## src/rtl/aes_sbox_arbiter.sv

```systemverilog
// Purpose: time-shares one external 128-bit SubBytes array between the round datapath (port 0) and the key schedule (port 1).
// Latency: 2 cycles. The accept edge loads S1, and the next edge loads S2 and presents the result.
// Backpressure: a stalled response freezes S2 and S1, and requests are refused until S1 can move.
module aes_sbox_arbiter #(
  parameter int unsigned PRIO_MODE = 0  // 0: round-robin, 1: port 0 always wins ties
) (
  input  logic         clk,
  input  logic         rst_n,
  // port 0: cipher round datapath
  input  logic         req0_valid,
  input  logic [127:0] req0_data,
  output logic         req0_ready,
  output logic         rsp0_valid,
  output logic [127:0] rsp0_data,
  input  logic         rsp0_ready,
  // port 1: key expansion / auxiliary user
  input  logic         req1_valid,
  input  logic [127:0] req1_data,
  output logic         req1_ready,
  output logic         rsp1_valid,
  output logic [127:0] rsp1_data,
  input  logic         rsp1_ready,
  // shared combinational SubBytes
  output logic [127:0] sb_data,
  input  logic [127:0] sb_data_out,
  output logic         busy
);

  // One pipeline slot: occupancy, owning port and the 128-bit state it carries.
  typedef struct packed {
    logic         vld;
    logic         id;
    logic [127:0] dat;
  } stage_t;

  stage_t s1_q, s1_d;
  stage_t s2_q, s2_d;
  logic   last_grant_q, last_grant_d;

  logic   s2_free;
  logic   s1_adv;
  logic   can_accept;
  logic   grant;
  logic   acc_vld;

  // Pipeline flow control: S2 drains when its owner takes the result, and S1 moves when S2 is free.
  always_comb begin
    s2_free    = !s2_q.vld || (s2_q.id ? rsp1_ready : rsp0_ready);
    s1_adv     = s1_q.vld && s2_free;
    can_accept = !s1_q.vld || s1_adv;
  end

  // Arbitration: a lone requester wins, and a tie goes to port 0 or to the port opposite last_grant.
  always_comb begin
    grant = 1'b0;
    if (req1_valid && !req0_valid) begin
      grant = 1'b1;
    end else if (req1_valid && req0_valid) begin
      grant = (PRIO_MODE != 0) ? 1'b0 : !last_grant_q;
    end
  end

  // Ready is qualified by the port's own valid, so it never rises on an idle port.
  assign req0_ready = can_accept && !grant && req0_valid;
  assign req1_ready = can_accept &&  grant && req1_valid;
  assign acc_vld    = req0_ready || req1_ready;

  // Next state: accept into S1, move S1 through SubBytes into S2, retire consumed results.
  always_comb begin
    s1_d         = s1_q;
    s2_d         = s2_q;
    last_grant_d = last_grant_q;

    if (acc_vld) begin
      s1_d.vld     = 1'b1;
      s1_d.id      = grant;
      s1_d.dat     = grant ? req1_data : req0_data;
      last_grant_d = grant;
    end else if (s1_adv) begin
      s1_d.vld = 1'b0;
    end

    if (s1_adv) begin
      s2_d.vld = 1'b1;
      s2_d.id  = s1_q.id;
      s2_d.dat = sb_data_out;
    end else if (s2_q.vld && s2_free) begin
      s2_d.vld = 1'b0;
    end
  end

  // State registers. Reset discards anything in flight, so port 0 wins the first tie.
  always_ff @(posedge clk) begin
    if (!rst_n) begin
      s1_q         <= '0;
      s2_q         <= '0;
      last_grant_q <= 1'b1;
    end else begin
      s1_q         <= s1_d;
      s2_q         <= s2_d;
      last_grant_q <= last_grant_d;
    end
  end

  // S1 drives the shared S-box directly, and S2 is steered only to the port that owns it.
  assign sb_data    = s1_q.dat;
  assign rsp0_valid = s2_q.vld && !s2_q.id;
  assign rsp1_valid = s2_q.vld &&  s2_q.id;
  assign rsp0_data  = s2_q.id ? '0 : s2_q.dat;
  assign rsp1_data  = s2_q.id ? s2_q.dat : '0;
  assign busy       = s1_q.vld || s2_q.vld;

  // A response the consumer has not taken must stay put until it is taken.
  a_rsp0_hold: assert property (@(posedge clk) disable iff (!rst_n)
    (rsp0_valid && !rsp0_ready) |=> (rsp0_valid && $stable(rsp0_data)));
  a_rsp1_hold: assert property (@(posedge clk) disable iff (!rst_n)
    (rsp1_valid && !rsp1_ready) |=> (rsp1_valid && $stable(rsp1_data)));

endmodule

```

## config.mk

```make
export PLATFORM = sky130hd
export DESIGN_NAME = aes_sbox_arbiter
export DESIGN_NICKNAME = d
export VERILOG_FILES = /design/src/rtl/aes_sbox_arbiter.sv
export SDC_FILE = /design/constraint.sdc
export NUM_CORES = 1
export LEC_CHECK = 0
export ABC_AREA = 1
export CORE_AREA = 2 2 307 309
export DETAILED_ROUTE_END_ITERATION = 10
export DIE_AREA = 0 0 309 311
export PLACE_DENSITY = 0.41
export SYNTH_ARGS = -nofsm -noshare
export SYNTH_HDL_FRONTEND = slang
export SYNTH_SLANG_ARGS = --single-unit
```

## constraint.sdc

```tcl
create_clock -name clk -period 1.6 [get_ports clk]
set_input_delay 0.24 -clock clk [delete_from_list [all_inputs] [get_ports clk]]
set_output_delay 0.24 -clock clk [all_outputs]
set_load 0.01 [all_outputs]
```

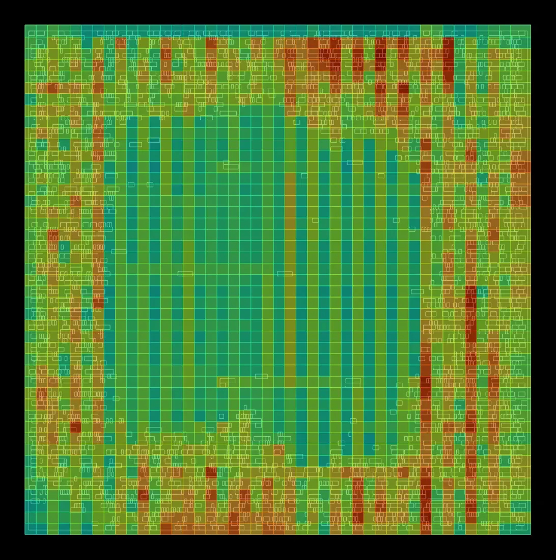
*Track usage over the die*
Avg WL per Cell: 15.6 um
grt met2 use: 23.0%
most utilized layer in the global route result: met2
final standard cell utilization of the core: 28.6%
global routing met3 resource utilization: 4.92%

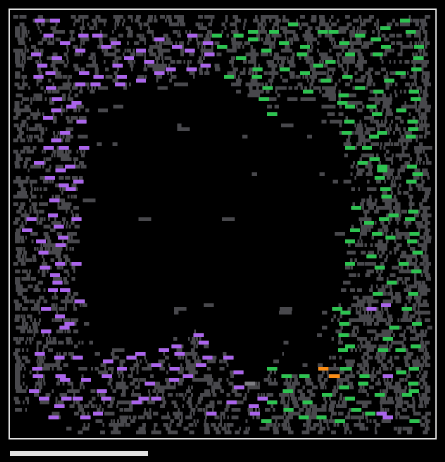
*Sequential cells coloured by netlist name*
Bar = 100 um. Other sequential cells in the stronger grey, the rest of the logic in the fainter grey.
Key: sb_data = purple [flops 128]; s1_q = orange [flops 2]; s2_q = green [flops 130]
Another 1 sequential cells are not coloured.
Reg area: 5230 sq um
sequential group power: 7550 uW

==> results.toml <==
# yosys + openroad results
[outcome]
status = "finished, violations left"
violations = "negative setup slack"

[yosys]
synth-cells-yosys = 2353
synth_top_cell_by_count = "sky130_fd_sc_hd__nand2_1"
yosys-dominant-comb-family = "simple AND/OR/NAND/NOR gates"
ys_seq_share_pct = 37.3
synth_flop_count = 261
ys_top_cells_by_count = "sky130_fd_sc_hd__nand2_1 (780), sky130_fd_sc_hd__inv_1 (390), sky130_fd_sc_hd__nor2_1 (385)"
synth.cellmix.simpleShare_pct = 31.4
fa_ha_area_share_pct = 0
synth.mux.area_fraction_pct = 0
synth.largest_area_cell = "sky130_fd_sc_hd__dfxtp_1"
synthesis.instances = 2353

[placement]
place_area_sq_um = 23300
dpl.cell_count = 4259
detailedPlacementHpwl_um = 52400

[floorplan]
die_w_um = 309
die-height_um = 311

[hold_path]
hold_path.class = "primary input to register"

[sta]
finalSetupViolations = 583
setup_ws_ns = -0.403
tns_ns = -125.02

[clock_network]
post_cts.resized_instances = 355
clock-sinks = 261
ctsRootBufferMaster = "sky130_fd_sc_hd__clkbuf_16"
cts_tree = "yes"

[layout]
instances_no_fill = 4402
drive_gt1_share_pct = 24.1
syn_to_final_growth_pct = 89.3

[job]
warning_count = 28

[critical_path]
worst-path-max-fanout = 6
worstSetupPathType = "register to primary output"
timing.critical_path.to_type = "primary output"
crit_path_cell_trace = "buf_6, nand2_4, nand4_1, buf_6, and3_4, buf_6"
worstSetupStartpointType = "register"
crit_path_start = "s2_q[128]"
timing.rr.start = "s2_q[128]"

[global_route]
wire_length_of_the_first_global_routing_pass_um = 93300
antenna_found_initial = 13

[detailed_routing]
total_drc_errors_in_the_routed_layout = 0
drt_iter0_markers = 638
detail_route.wirelength_um = 68700
dr_total_vias = 15916

[pwr]
total_leakage_power_uw = 0.0131
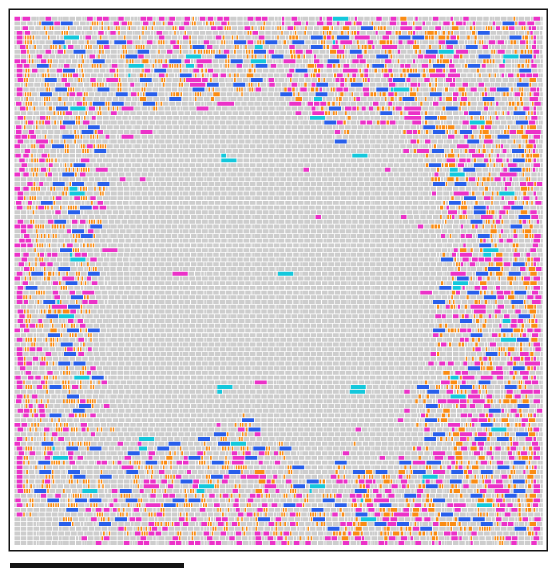
*Cell classes on the final placement*
Bar = 100 um. Fill, decap, tap and diode cells in grey.
Key: registers = blue [cells 261, share of their area 21%]; clock drivers and dummy loads = cyan [cells 61, share of their area 4.6%]; remaining logic cells = orange [cells 1822, share of their area 33%]; remaining buffers and delay cells = magenta [cells 998, share of their area 42%]
final instance area: 26500 sq um
site row count: 112
share of cell area taken by flip-flops and latches: 19.7%
core area: 92800 sq um

[registers in the layout, summed over array words and instances (netlist names)]
| name | count |
|---|---|
| sb_data | 128 |
| last_grant_q | 1 |
| s1_q | 2 |
| s2_q | 130 |
[report_power, final]
group	switching, uW	internal [uW]	leakage [uW]
Clock	3220	4740	0.000557
Combinational	3480	3840	0.0104
Sequential	388	7160	0.00217
Total	7090	15700	0.0131
[layout by cell type (no fill, tap or decap), drive strengths merged, types with 6 or more instances in the layout]
master	count
nand2	780
clkdlybuf4s50	516
buf	419
inv	394
nor2	385
dfxtp	261
a21oi	131
o21ai	130
clkbuf	100
clkdlybuf4s15	12
dlymetal6s2s	8
diode	6
[final cells by class]
type | count | area (sq um)
Fill cell | 10380 | 66300
Tap cell | 1254 | 1570
Multi-Input combinational cell | 1430 | 6710
Sequential cell | 261 | 5230
Clock buffer | 59 | 1120
Inverter | 392 | 1470
Timing Repair Buffer | 998 | 10400
Antenna cell | 6 | 15.0
Clock inverter | 2 | 17.5
[worst max-delay path, delay by kind of cell (launching register included)]
family | cells | cell delay (ns)
buf+inv | 3 | 0.43
flops | 1 | 0.39
simple gates | 3 | 0.38
[stage by stage]
stage	utilization, %	worst slack, ns	total power (uW)
3_5_place_dp	25.1	-0.470	13900
5_1_grt	28.6	-0.481	24200
2_1_floorplan	-	0.188	10500
3_3_place_gp	25.1	-0.467	13900
4_1_cts	26.2	-0.719	22100
6_report	28.6	-0.403	22800
[routing by layer]
| metal | share of wire [%] | vias to the layer above | wire length, um |
|---|---|---|---|
| met3 | 8.8 | 77 | 6070 |
| li1 | - | 8280 | - |
| met2 | 50 | 540 | 34300 |
| met4 | 2.1 | 0 | 1420 |
| met5 | 0 | - | 0 |
| met1 | 39 | 7019 | 27000 |
No activity file was given, so power comes from the tool's default toggle rates.
